### Routed metal, one colour a layer, run 1

Drawn at 4 px/um. Two of the layers only.
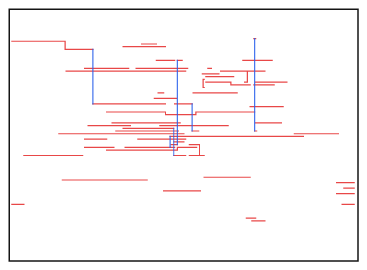
### Sequential cells grouped by signal name, run 1

Drawn at 6 px/um. Other sequential cells in the stronger grey, the rest of the logic in the fainter grey.
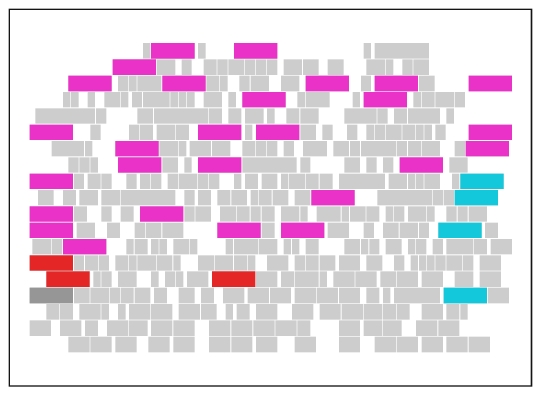
### Routed metal per tile, run 1

Drawn at 4 px/um. The die is cut into 17 by 13 equal tiles; dark blue is low, red is high, scaled to the fullest tile. Values are wire area over tile area, all layers added.
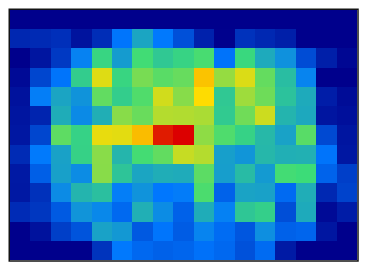
===== src/rtl/keylock_controller.sv =====
// ============================================================================
//  Module   : keylock_controller
//  Purpose  : Keypad keylock sequencer. It gates the digit accumulator, checks
//             the submitted code and runs the unlock window and the lockout.
//  Option   : KEYLOCK_ENTRY_TIMEOUT_EN adds an idle auto-clear while in ENTRY.
//  Revision : 1.0 - initial release
// ============================================================================
`default_nettype none

module keylock_controller #(
  parameter logic [31:0] CODE                 = 32'd1234,
  parameter int          MAX_TRIES            = 3,
  parameter int          UNLOCK_CYCLES        = 60000000,
  parameter int          LOCKOUT_CYCLES       = 120000000,
  parameter int          ENTRY_TIMEOUT_CYCLES = 120000000,
  parameter int          KEY_ENTER            = 7,
  parameter int          KEY_CLEAR            = 8
) (
  input  logic        hwclk,
  input  logic        reset,
  input  logic        button_pressed,
  input  logic [7:0]  key,
  input  logic [31:0] typed,
  output logic        entry_enable,
  output logic        unlocked,
  output logic        locked_out,
  output logic [3:0]  fail_count,
  output logic [2:0]  state
);

  typedef enum logic [2:0] {
    ST_CLEAR   = 3'd0,
    ST_ENTRY   = 3'd1,
    ST_CHECK   = 3'd2,
    ST_OPEN    = 3'd3,
    ST_LOCKOUT = 3'd4
  } state_t;

  localparam int         MAX_CYC     = (UNLOCK_CYCLES > LOCKOUT_CYCLES) ? UNLOCK_CYCLES : LOCKOUT_CYCLES;
  localparam int         TMR_W       = (MAX_CYC > 1) ? $clog2(MAX_CYC) : 1;
  localparam logic [3:0] MAX_TRIES_L = 4'(MAX_TRIES);
  localparam logic [7:0] KEY_ENT_L   = 8'(KEY_ENTER);
  localparam logic [7:0] KEY_CLR_L   = 8'(KEY_CLEAR);

  state_t             state_q, state_d;
  logic [3:0]         fail_q, fail_d;
  logic [TMR_W-1:0]   tmr_q, tmr_d;
  logic               btn_q;
  logic               press_edge;
  logic [3:0]         fail_inc;

  assign press_edge = button_pressed & ~btn_q;
  assign fail_inc   = (fail_q == 4'hF) ? 4'hF : fail_q + 4'd1;

`ifdef KEYLOCK_ENTRY_TIMEOUT_EN
  localparam int IDLE_W = (ENTRY_TIMEOUT_CYCLES > 1) ? $clog2(ENTRY_TIMEOUT_CYCLES) : 1;
  logic [IDLE_W-1:0] idle_q, idle_d;

  always_ff @(posedge hwclk) begin
    if (reset) idle_q <= '0;
    else       idle_q <= idle_d;
  end
`else
  logic unused_cfg;
  assign unused_cfg = (ENTRY_TIMEOUT_CYCLES == 0);
`endif

  always_ff @(posedge hwclk) begin
    if (reset) begin
      state_q <= ST_CLEAR;
      fail_q  <= 4'd0;
      tmr_q   <= '0;
      btn_q   <= 1'b0;
    end else begin
      state_q <= state_d;
      fail_q  <= fail_d;
      tmr_q   <= tmr_d;
      btn_q   <= button_pressed;
    end
  end

  always_comb begin
    state_d = state_q;
    fail_d  = fail_q;
    tmr_d   = tmr_q;
`ifdef KEYLOCK_ENTRY_TIMEOUT_EN
    idle_d  = '0;
`endif
    case (state_q)
      ST_CLEAR: state_d = ST_ENTRY;
      ST_ENTRY: begin
        if (press_edge && key == KEY_ENT_L) begin
          state_d = ST_CHECK;
        end else if (press_edge && key == KEY_CLR_L) begin
          state_d = ST_CLEAR;
`ifdef KEYLOCK_ENTRY_TIMEOUT_EN
        end else if (!press_edge) begin
          // Idle cycles since the last press; expiry discards the entry.
          if (idle_q == IDLE_W'(ENTRY_TIMEOUT_CYCLES - 1)) state_d = ST_CLEAR;
          else                                            idle_d  = idle_q + 1'b1;
`endif
        end
      end
      ST_CHECK: begin
        if (typed == CODE) begin
          state_d = ST_OPEN;
          fail_d  = 4'd0;
          tmr_d   = TMR_W'(UNLOCK_CYCLES - 1);
        end else begin
          fail_d = fail_inc;
          if (fail_inc >= MAX_TRIES_L) begin
            state_d = ST_LOCKOUT;
            tmr_d   = TMR_W'(LOCKOUT_CYCLES - 1);
          end else begin
            state_d = ST_CLEAR;
          end
        end
      end
      ST_OPEN: begin
        // Timer loaded with N-1 so the state is held for exactly N cycles.
        if (press_edge && key == KEY_ENT_L) state_d = ST_CLEAR;
        else if (tmr_q == '0)               state_d = ST_CLEAR;
        else                                tmr_d   = tmr_q - 1'b1;
      end
      ST_LOCKOUT: begin
        if (tmr_q == '0) begin
          state_d = ST_CLEAR;
          fail_d  = 4'd0;
        end else begin
          tmr_d = tmr_q - 1'b1;
        end
      end
      default: state_d = ST_CLEAR;
    endcase
  end

  assign entry_enable = (state_q == ST_ENTRY) || (state_q == ST_CHECK);
  assign unlocked     = (state_q == ST_OPEN);
  assign locked_out   = (state_q == ST_LOCKOUT);
  assign fail_count   = fail_q;
  assign state        = state_q;

endmodule

`default_nettype wire


===== config.mk =====
export PLATFORM = sky130hd
export DESIGN_NAME = keylock_controller
export DESIGN_NICKNAME = d
export VERILOG_FILES = /design/src/rtl/keylock_controller.sv
export SDC_FILE = /design/constraint.sdc
export NUM_CORES = 1
export LEC_CHECK = 0
export CAP_MARGIN = 10
export CORE_ASPECT_RATIO = 0.7
export CORE_MARGIN = 3
export CORE_UTILIZATION = 50
export CTS_BUF_LIST = sky130_fd_sc_hd__clkbuf_16
export DETAILED_ROUTE_END_ITERATION = 8
export PLACE_DENSITY_LB_ADDON = 0.3
export SYNTH_ARGS = -nofsm -noshare
export SYNTH_HDL_FRONTEND = slang
export SYNTH_SLANG_ARGS = --single-unit

===== constraint.sdc =====
create_clock -name hwclk -period 2.8 [get_ports hwclk]
set_clock_uncertainty 0.05 [all_clocks]
set_input_delay 0.42 -clock hwclk [delete_from_list [all_inputs] [get_ports hwclk]]
set_output_delay 0.42 -clock hwclk [all_outputs]
set_load 0.01 [all_outputs]

==> changes_impl.md, run 1 <==
### Physical design

* Outcome: finished clean
* Critical path type: reg2reg
* Synth logic family: simple AND/OR/NAND/NOR gates
* Endpoint, Worst Hold: tmr_q[20]$_SDFFE_PP0P_
* Transition at the pin with the smallest max-transition slack at 0.472 ns
* Yosys stat area at 2280 um^2
* Period minus WS final at 2.61 ns
* CP max-delay cell: sky130_fd_sc_hd__or4_1
* Total clock sinks at 35
* Number of instances in the synthesized netlist at 285
* Count of port buffers added during placement at between 50 and 60
* Multiplexer share of the synthesized area at 0.00493
* Core Box Area at 4160 um^2
* Clk Tree Root Cell: sky130_fd_sc_hd__clkbuf_16
* Clock buffers created by TritonCTS at 5
* Post-layout net count at 399
* Global-route wire length before repair at 11400 um
* Pins over their slew limit at 0
* Die Span X at 86.8 um
* Total negative setup slack at 0 ns
* Logic cell area at 1460 um^2
* Top-level I/O count at 53
* Unrepaired setup endpoints after global routing: false
* Prevailing post-synth register cell: sky130_fd_sc_hd__dfxtp_1
Back to the opening pictures, 'Routed metal, one colour a layer':
Red marks metal 3, wire length 557 um. Blue marks metal 4, wire length 74.1 um.
Routed WL: 6830 um
detail-routed net length per standard cell: 16.8 um
detailed-route via count: 2542
GRT Total Usage: 0.260

Back to the opening pictures, 'Sequential cells grouped by signal name':
Magenta marks `tmr_q`, sequential cells 27. Cyan marks `fail_count`, sequential cells 4, where east. Red marks `state`, sequential cells 3.
Another 1 sequential cells are not coloured.
power drawn by the sequential cells: 503 uW
sequential cell area share: 0.226
footprint of the flip-flops and latches: 701 um^2
core occupancy in the finished layout: 0.746

Back to the opening pictures, 'Routed metal per tile':
The fullest tile reaches 0.72. 15% of the tiles are nearly empty. The densest ninth of the die: centre. The mean over all tiles is 0.21. 20% of the tiles are over half the peak.

[run 1: synthesized netlist by cell type, drive strengths merged (7+ instances only)]
cell / n / area, um^2
o21ai: 8 / 40.0
nor4: 14 / 103
a21oi: 33 / 176
or3: 8 / 56.3
nor2: 27 / 101
xor2: 9 / 78.8
nor2b: 7 / 43.8
nand4: 11 / 68.8
inv: 13 / 48.8
dfxtp: 35 / 701
nor3: 17 / 85.1
nand2: 19 / 73.8
[run 1: stage by stage]
stage / utilization / cell area [um^2] / total power, mW
2_1_floorplan: - / 2280 / 0.538
6_report: 0.746 / 3110 / 1.14
3_3_place_gp: 0.712 / 2960 / 0.613
4_1_cts: 0.746 / 3110 / 1.15
5_1_grt: 0.746 / 3110 / 1.18
3_5_place_dp: 0.712 / 2960 / 0.615
[run 1: critical path, delay by kind of cell (launching register included)]
| kind | cells | cell delay (ns) |
|---|---|---|
| flip-flops | 1 | 0.34 |
| AND/OR/NAND/NOR | 4 | 1.54 |
| AND-OR/OR-AND | 2 | 0.57 |
[run 1: power by group]
| group | internal, mW | switching [mW] |
|---|---|---|
| registers | 0.500 | 0.00289 |
| logic | 0.0688 | 0.0325 |
| clock network | 0.324 | 0.210 |
| total | 0.893 | 0.245 |
[run 1: logic make-up (layout without fill, tap and decap cells)]
family | Yosys count | in the layout
flops | 35 | 35
simple gates | 133 | 133
xor+xnor | 13 | 13
compound gates | 75 | 75
buf+inv | 26 | 96
mux | 1 | 1
fa+ha+maj | 2 | 2
[run 1: flip-flops by register name, indices dropped and copies added (netlist names)]
name and count:
tmr_q 27, fail_count 4, btn_q 1, state 3
[run 1: routing by layer]
layer	track usage	up-vias	part of all wire
li1	-	1227	-
met5	0	-	0
met2	0.374	105	0.44
met4	0.0564	0	0.011
met3	0.0632	14	0.082
met1	0.387	1196	0.46
==> inputs of run 2 (changes only) <==
CORE_ASPECT_RATIO = 0.9   (was 0.7)
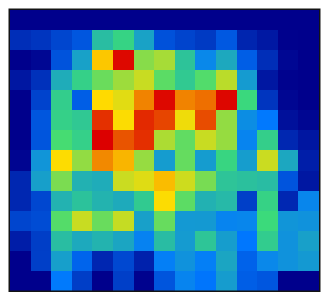
*Routed metal per tile, run 2*
Drawn at 4 px/um. The die is cut into 15 by 14 equal tiles; dark blue is low, red is high, scaled to the fullest tile. Values are wire area over tile area, all layers added.
18% of the tiles are nearly empty. The emptiest ninth of the die: north-east. The fullest tile reaches 0.59. The densest ninth of the die: centre.
detailed-route via count: 2517
GRT Total Usage: 0.245
detail-routed net length per standard cell: 16.5 um
Routed WL: 6750 um

==> changes_impl.md, run 2 <==
### Physical design

* Power Internal at 982 uW
* Footprint of the flip-flops and latches at ~700 um^2
* Global-route wire length before repair at 10900 um
* Total clock network power at 622 uW
* Clock buffers created by TritonCTS at 5
* Clk Tree Root Cell: sky130_fd_sc_hd__clkbuf_16
* Top-level I/O count at ~53
* Power after layout at around 1.2 mW
* Logic cell area at 1460 um^2
* Pins over their slew limit at 0
* Outcome: finished clean
* Top-count cell post-synth: sky130_fd_sc_hd__dfxtp_1
* Total cell area at the placement stage at 2940 um^2
* Sequential cell area share at 0.226
* Top cells by count, synth: sky130_fd_sc_hd__dfxtp_1 (35), sky130_fd_sc_hd__a21oi_1 (32), sky130_fd_sc_hd__nor2_1 (27), sky130_fd_sc_hd__nand2_1 (18), sky130_fd_sc_hd__nor3_1 (17)
* Power spent charging and discharging nets at 243 uW
* Max-area cell share at 0.307
* Core occupancy in the finished layout at 0.731
* Die Span X at 77.3 um
* Count of port buffers added during placement at 52
* Final Instance Area at 3100 um^2
* Combinational Power Share at 0.082
* CP max-delay cell: sky130_fd_sc_hd__or4_1
* Sw Share at 0.198
* Total negative setup slack at 0 ns
* Unrepaired setup endpoints after global routing: false
* Yosys stat area at 2280 um^2
* Period minus WS final at 2.68 ns
* Number of instances in the synthesized netlist at approximately 290
* Flip-flop count of the largest register, all copies and words added at 27
* Share of total power in the clock network at 0.508
-- run 2: cell counts after synthesis --
Identical to the previous run, type by type.
-- run 2: how the worst min path moves through the flow --
stage	to	slack (ns)	cells after the start	start
after global routing	tmr_q[1]$_SDFFE_PP0P_	0.46	2	tmr_q[1]$_SDFFE_PP0P_
after global placement	tmr_q[20]$_SDFFE_PP0P_	0.42	2	tmr_q[20]$_SDFFE_PP0P_
final	tmr_q[1]$_SDFFE_PP0P_	0.43	2	tmr_q[1]$_SDFFE_PP0P_
after floorplan	tmr_q[20]$_SDFFE_PP0P_	0.40	2	tmr_q[20]$_SDFFE_PP0P_
after CTS	tmr_q[20]$_SDFFE_PP0P_	0.43	2	tmr_q[20]$_SDFFE_PP0P_
after detailed placement	tmr_q[20]$_SDFFE_PP0P_	0.42	2	tmr_q[20]$_SDFFE_PP0P_
-- run 2: cell families after synthesis --
kind of cell	Yosys count	synth area share
mux	1	0.00493
simple gates	133	0.331
xor+xnor	13	0.0498
buf+inv	26	0.0526
compound gates	75	0.244
flops	35	0.307
fa+ha+maj	2	0.0110
-- run 2: per-layer routing --
metal | wire (um) | GRT usage | part of all wire
met2 | 3350 | 0.411 | 0.50
met1 | 2910 | 0.318 | 0.43
met3 | 395 | 0.0515 | 0.058
met4 | 93 | 0.0692 | 0.014
met5 | 0 | 0 | 0
-- run 2: worst max-delay path: cells and delay by family, from the launching register on --
family / cells / cell delay [ns]
AND-OR/OR-AND: 1 / 0.13
multiplexers: 1 / 0.30
AND/OR/NAND/NOR: 4 / 1.71
flip-flops: 1 / 0.38
Power figures rest on the tool's default switching activity, not on a simulated workload.
